final_congestion.png
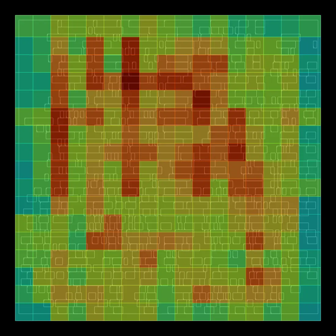
metal_stack.png
(4 px per um) Only two layers are drawn.
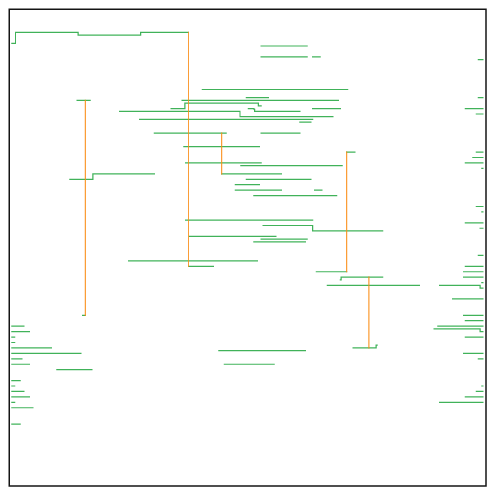
met1.png
(4 px per um) Supply wires on this layer in grey. Cells faint in the background.
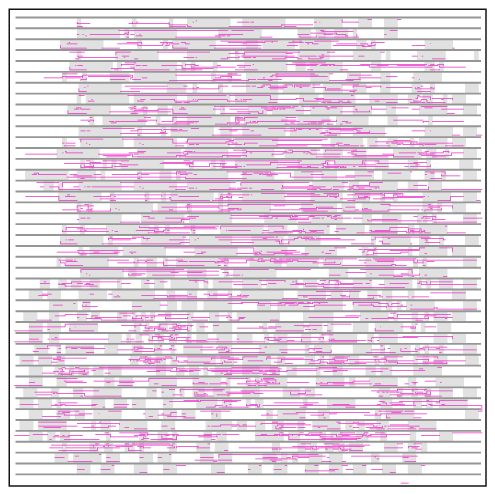
## src/rtl/alu_issue_ctrl_if.sv

```systemverilog
// Handshake and ALU-side bundle between alu_issue_ctrl and its environment
// (fetch/decode, preload port, alu_core, result consumer).
interface alu_issue_ctrl_if #(
    parameter int N = 8
);
    logic             instr_valid;
    logic             instr_ready;
    logic [8:0]       instr;
    logic             ld_valid;
    logic [2:0]       ld_addr;
    logic [N-1:0]     ld_data;
    logic [N-1:0]     alu_operand1;
    logic [N-1:0]     alu_operand2;
    logic [3:0]       alu_operation;
    logic [2*N-1:0]   alu_result;
    logic             res_valid;
    logic             res_ready;
    logic [N-1:0]     res_data;
    logic [N-1:0]     res_hi;
    logic [2:0]       res_rd;
    logic             res_err;

    // The sequencer is the target of the instruction stream.
    modport slave (
        input  instr_valid, instr, ld_valid, ld_addr, ld_data, alu_result, res_ready,
        output instr_ready, alu_operand1, alu_operand2, alu_operation,
        output res_valid, res_data, res_hi, res_rd, res_err
    );

    modport master (
        output instr_valid, instr, ld_valid, ld_addr, ld_data, alu_result, res_ready,
        input  instr_ready, alu_operand1, alu_operand2, alu_operation,
        input  res_valid, res_data, res_hi, res_rd, res_err
    );
endinterface

```

## src/rtl/alu_issue_ctrl.sv

```systemverilog
// Issue sequencer for alu_core: reads operands from an 8-entry register file,
// runs one instruction at a time and commits the result on a valid/ready handshake.
module alu_issue_ctrl #(
    parameter int N = 8
) (
    input  logic           clk,
    input  logic           reset,
    alu_issue_ctrl_if.slave bus
);
    typedef enum logic [1:0] {S_IDLE, S_READ, S_EXEC, S_WB} state_t;

    state_t         r_state;
    state_t         w_next;
    logic [2:0]     r_op;
    logic [2:0]     r_rd;
    logic [2:0]     r_rs;
    logic [N-1:0]   r_regs [8];
    logic [N-1:0]   r_hi;
    logic [N-1:0]   r_op1;
    logic [N-1:0]   r_op2;
    logic [3:0]     r_alu_op;
    logic [N-1:0]   r_res_data;
    logic [N-1:0]   r_res_hi;
    logic [2:0]     r_res_rd;
    logic           r_res_err;

    logic           w_instr_ready;
    logic           w_accept;
    logic           w_res_valid;
    logic           w_commit;
    logic           w_div_zero;

    // Preload owns the IDLE cycle, so it blocks acceptance.
    assign w_instr_ready = (r_state == S_IDLE) && !bus.ld_valid && !reset;
    assign w_accept      = w_instr_ready && bus.instr_valid;
    assign w_res_valid   = (r_state == S_WB) && !reset;
    assign w_commit      = w_res_valid && bus.res_ready;
    assign w_div_zero    = (r_op == 3'b110) && (r_regs[r_rs] == '0);

    always_ff @(posedge clk) begin
        if (reset) r_state <= S_IDLE;
        else       r_state <= w_next;
    end

    // NOTE: default first so every path assigns w_next and no latch is inferred.
    always_comb begin
        w_next = r_state;
        case (r_state)
            S_IDLE: if (w_accept) w_next = S_READ;
            S_READ: w_next = w_div_zero ? S_WB : S_EXEC;
            S_EXEC: w_next = S_WB;
            S_WB:   if (w_commit) w_next = S_IDLE;
            default: w_next = S_IDLE;
        endcase
    end

    // NOTE: non-blocking assignments throughout, so every register samples pre-edge values.
    always_ff @(posedge clk) begin
        if (reset) begin
            // NOTE: the register file is architecturally cleared on reset, so it is flops, not RAM.
            for (int i = 0; i < 8; i++) r_regs[i] <= '0;
            r_hi       <= '0;
            r_op       <= '0;
            r_rd       <= '0;
            r_rs       <= '0;
            r_op1      <= '0;
            r_op2      <= '0;
            r_alu_op   <= '0;
            r_res_data <= '0;
            r_res_hi   <= '0;
            r_res_rd   <= '0;
            r_res_err  <= 1'b0;
        end else begin
            if ((r_state == S_IDLE) && bus.ld_valid)
                r_regs[bus.ld_addr] <= bus.ld_data;

            if (w_accept) begin
                r_op <= bus.instr[8:6];
                r_rd <= bus.instr[5:3];
                r_rs <= bus.instr[2:0];
            end

            if (r_state == S_READ) begin
                r_op1    <= r_regs[r_rd];
                r_op2    <= r_regs[r_rs];
                r_alu_op <= {1'b0, r_op};
                r_res_rd <= r_rd;
                // Divide-by-zero is resolved here without consulting the ALU.
                if (w_div_zero) begin
                    r_res_data <= '1;
                    r_res_hi   <= '0;
                    r_res_err  <= 1'b1;
                end
            end

            if (r_state == S_EXEC) begin
                r_res_data <= bus.alu_result[N-1:0];
                r_res_hi   <= bus.alu_result[2*N-1:N];
                r_res_err  <= 1'b0;
            end

            if (w_commit) begin
                r_regs[r_res_rd] <= r_res_data;
                if (!r_res_err) r_hi <= r_res_hi;
            end
        end
    end

    assign bus.instr_ready   = w_instr_ready;
    assign bus.alu_operand1  = r_op1;
    assign bus.alu_operand2  = r_op2;
    assign bus.alu_operation = r_alu_op;
    assign bus.res_valid     = w_res_valid;
    assign bus.res_data      = r_res_data;
    assign bus.res_hi        = r_res_hi;
    assign bus.res_rd        = r_res_rd;
    assign bus.res_err       = r_res_err;
endmodule

```

## src/flat_wrapper.sv

```systemverilog
// flat-port wrapper written by rule: the top's interface ports become plain ports
module alu_issue_ctrl_flat 
#(
    parameter int N = 8
)
  (clk, reset, bus_instr_valid, bus_instr, bus_ld_valid, bus_ld_addr, bus_ld_data, bus_alu_result, bus_res_ready, bus_instr_ready, bus_alu_operand1, bus_alu_operand2, bus_alu_operation, bus_res_valid, bus_res_data, bus_res_hi, bus_res_rd, bus_res_err);
  alu_issue_ctrl_if #(.N(N)) bus_i ();
  input  logic clk;
  input  logic reset;
  input wire logic [$bits(bus_i.instr_valid)-1:0] bus_instr_valid;
  input wire logic [$bits(bus_i.instr)-1:0] bus_instr;
  input wire logic [$bits(bus_i.ld_valid)-1:0] bus_ld_valid;
  input wire logic [$bits(bus_i.ld_addr)-1:0] bus_ld_addr;
  input wire logic [$bits(bus_i.ld_data)-1:0] bus_ld_data;
  input wire logic [$bits(bus_i.alu_result)-1:0] bus_alu_result;
  input wire logic [$bits(bus_i.res_ready)-1:0] bus_res_ready;
  output wire logic [$bits(bus_i.instr_ready)-1:0] bus_instr_ready;
  output wire logic [$bits(bus_i.alu_operand1)-1:0] bus_alu_operand1;
  output wire logic [$bits(bus_i.alu_operand2)-1:0] bus_alu_operand2;
  output wire logic [$bits(bus_i.alu_operation)-1:0] bus_alu_operation;
  output wire logic [$bits(bus_i.res_valid)-1:0] bus_res_valid;
  output wire logic [$bits(bus_i.res_data)-1:0] bus_res_data;
  output wire logic [$bits(bus_i.res_hi)-1:0] bus_res_hi;
  output wire logic [$bits(bus_i.res_rd)-1:0] bus_res_rd;
  output wire logic [$bits(bus_i.res_err)-1:0] bus_res_err;
  assign bus_i.instr_valid = bus_instr_valid;
  assign bus_i.instr = bus_instr;
  assign bus_i.ld_valid = bus_ld_valid;
  assign bus_i.ld_addr = bus_ld_addr;
  assign bus_i.ld_data = bus_ld_data;
  assign bus_i.alu_result = bus_alu_result;
  assign bus_i.res_ready = bus_res_ready;
  assign bus_instr_ready = bus_i.instr_ready;
  assign bus_alu_operand1 = bus_i.alu_operand1;
  assign bus_alu_operand2 = bus_i.alu_operand2;
  assign bus_alu_operation = bus_i.alu_operation;
  assign bus_res_valid = bus_i.res_valid;
  assign bus_res_data = bus_i.res_data;
  assign bus_res_hi = bus_i.res_hi;
  assign bus_res_rd = bus_i.res_rd;
  assign bus_res_err = bus_i.res_err;
  alu_issue_ctrl #(.N(N)) u_core (.clk(clk), .reset(reset), .bus(bus_i));
endmodule
```

## config.mk

```make
export PLATFORM = sky130hd
export DESIGN_NAME = alu_issue_ctrl_flat
export DESIGN_NICKNAME = d
export VERILOG_FILES = /design/src/rtl/alu_issue_ctrl_if.sv /design/src/rtl/alu_issue_ctrl.sv /design/src/flat_wrapper.sv
export SDC_FILE = /design/constraint.sdc
export NUM_CORES = 1
export LEC_CHECK = 0
export CAP_MARGIN = 10
export CELL_PAD_IN_SITES_DETAIL_PLACEMENT = 1
export CELL_PAD_IN_SITES_GLOBAL_PLACEMENT = 1
export CORE_UTILIZATION = 40
export CTS_BUF_LIST = sky130_fd_sc_hd__clkbuf_8
export DETAILED_ROUTE_END_ITERATION = 10
export PLACE_DENSITY_LB_ADDON = 0.1
export SYNTH_ARGS = -nofsm -noshare
export SYNTH_HDL_FRONTEND = slang
export SYNTH_SLANG_ARGS = --single-unit
```

## constraint.sdc

```tcl
create_clock -name clk -period 2.4 [get_ports clk]
set_input_delay 0.48 -clock clk [delete_from_list [all_inputs] [get_ports clk]]
set_output_delay 0.48 -clock clk [all_outputs]
set_load 0.005 [all_outputs]
```

==> notes.md <==
Figures from the implementation reports.

- The setup TNS reads 0 ns.
- The footprint of the multi-input gates reads 0.002374 mm2.
- The maximum achievable frequency reads 426.3 MHz.
- The critical path in the final layout is reported with a setup slack of 0.05426 ns.
- The kind of end point of the critical path reads a flop.
- The synthesized area reads about 0.0055 mm2.
- After clock tree synthesis, the clock-pin slew on the worst setup and hold paths is roughly 0.080 ns.
- The static leakage power is ~0.0026 uW.
- The hold path startpoint is u_core.r_rs[2].
- The number of filler cells placed in the layout reads about 1400.
- The signed area change from the synthesized netlist to the final layout is 33.23%.
- The worst slack after detailed placement is 0.01764 ns.
- For this run, design rule violations remaining after detail routing come to 0.
- The data required time of the worst path reads 2.75 ns.
- The finished layout cell area reads around 0.0073 mm2.
- The share of final-layout standard cells stronger than drive strength 1 reads 22.45%.
- The pin count of the biggest net entering global routing is 39.
- The share of synthesized area occupied by flip-flops and latches is between 50% and 60%.
- The first-pass detailed-route iteration total is 4.
- The diode insertion count for antenna repair reads 0.
- According to the finish report, the design has a final net count of 621.
- The number of primary I/O pins is 83.
- In this run the tool buffered the top-level ports with slightly above 80 buffer cells.
- The internal power is about 3900 uW.
- In this run, synthesis produced a sequential element count of roughly 120.
- The HPWL after detailed placement reads around 11 mm.
- Summed over all layers, the routed wires come to about 15 mm.
- The total nets after synthesis reads approximately 500.
- The chip area is 0.01412 mm2.
- Using the TritonRoute via totals, the vias-per-cell ratio works out to 5.380.
- The total core area is ~0.013 mm2.
- Yosys reports a chip area of between 0.005 and 0.006 mm2.
- The maximum number of buffers from clock root to sink reads 2.
- The commonest non-fill, non-tap cell in the layout is nor2_1.
- The cell count of the worst hold path is 2.
- The largest fanout on the critical path reads 8.
- The power per unit of standard cell area reads between 700 and 800 mW/mm2.
- The final clock period utilization by the worst path is between 90% and 100%.
- The vertical die dimension reads around 120 um.
- The pre-placement core utilization is a little over 40%.
- The run finished with clean final reports.
- The number of hold-slack violations in the final timing report reads 0.
- The deepest level of the CTS H-tree is 4.
- The violation count after the first detailed-route iteration reads 238.
- The placement row count reads roughly 42.
- The post-layout minimum cycle time reads approximately 2.3 ns.
- The data arrival time at the worst-slack endpoint reads about 2.7 ns.
- The standard cell area after detailed placement reads slightly below 0.007 mm2.
- The clock tree from TritonCTS reads built.
About final_congestion.png:
most crowded layer after global routing: met2
routed wire length per instance: 19.62 um

About metal_stack.png:
Orange marks met4, wire length 170 um. Green marks met3, wire length 909 um.

About met1.png:
568 nets have wire on it. The layer carries 6670 um of wire.

registers in the layout (all words and copies together), names as in the netlist, 3 cells and up, named ones only:
register                  flops
u_core.r_rd                   3
u_core.bus.alu_operand1       8
u_core.bus.alu_operand2       8
u_core.bus.res_hi             8
u_core.r_op                   3
u_core.bus.res_data           8
u_core.bus.res_rd             3
u_core.bus.alu_operation      3
u_core.r_rs                   3
u_core.r_regs                64
area by class of cell:
type,instances,area share [%]
timing repair buffer,129,17.82
multi-input combinational,302,32.63
clock inverter,15,1.858
sequential,117,41.03
tap,176,3.028
clock buffer,17,3.217
inverter,8,0.4129
cells in the mapped netlist, drive strengths merged:
master  count  area, um2
a22oi       1      7.510
clkbuf     21      78.83
a211oi     17      132.6
inv         8      30.03
o22ai      10      62.56
o311ai      8      70.07
ha          5      62.56
o21bai      1      7.510
nand4b      2      23.77
mux4       32      720.7
nand4       1      12.51
nand2b     10      62.56
a41oi       1      8.760
nand3b      3      22.52
nor2       95      356.6
edfxtp     64       1922
o31ai       1      12.51
mux2i      31      310.3
nand2      27      101.4
a21oi      25      125.1
o21ai       5      25.02
nor3b       2      15.01
conb        1      3.750
or4         1      11.26
buf         8      53.79
nand3       2      15.01
nor2b       9      56.30
nor3        1      5.000
dfxtp      53       1061
o21a        8      60.06
and2        2      12.51
a222oi      1      10.01
cell families (layout without fill, tap and decap cells):
logic type	after synthesis	after routing	synth area share (%)
multiplexers	63	63	18.89
buffers and inverters	37	169	2.979
other	1	1	0.06869
AND/OR/NAND/NOR	155	155	12.72
flip-flops	117	117	54.64
adder cells (fa/ha/maj)	5	5	1.146
AND-OR/OR-AND	78	78	9.558
critical path: stages, from the launching register on:
cell and delay [ns]:
dfxtp_2 0.39, clkbuf_16 0.19, mux4_2 0.57, mux2i_4 0.19
nand4_2 0.17, or4_4 0.54, a41oi_2 0.21
through the flow:
stage	power [uW]	util, %	instances
after floorplan	3318	-	456
after global placement	4005	51.28	731
after detailed placement	4052	51.28	731
after CTS	5762	54.14	763
after global routing	6050	54.71	764
final	5755	54.71	764
routing by layer:
metal	vias to the layer above	track usage, %	routed length, um	share of wire, %
li1	1936	-	-	-
met1	2035	30.23	6668	44
met2	129	35.42	7246	48
met3	10	5.891	908	6.1
met4	0	7.120	170	1.1
met5	-	0	0	0
power by group through the flow:
stage               clock (uW)  combinational (uW)  sequential [uW]
floorplan                    0                 802             2520
global placement             0                1450             2560
detailed placement           0                1480             2570
CTS                       1740                1490             2530
global route              1830                1660             2560
finish                    1710                1520             2530
timing repair:
item / CTS / global route
hold buffers: 0 / 0
gates cloned: 0 / 1
resized: 3 / 13
endpoints found under the hold margin: 0 / 0
endpoints found under the setup margin: 2 / 15
final timing paths:
path | to
max | u_core.r_state[0]
min | flop
max reg2reg | u_core.r_state[0]
min reg2reg | flop
Power and IR drop assume default switching activity.
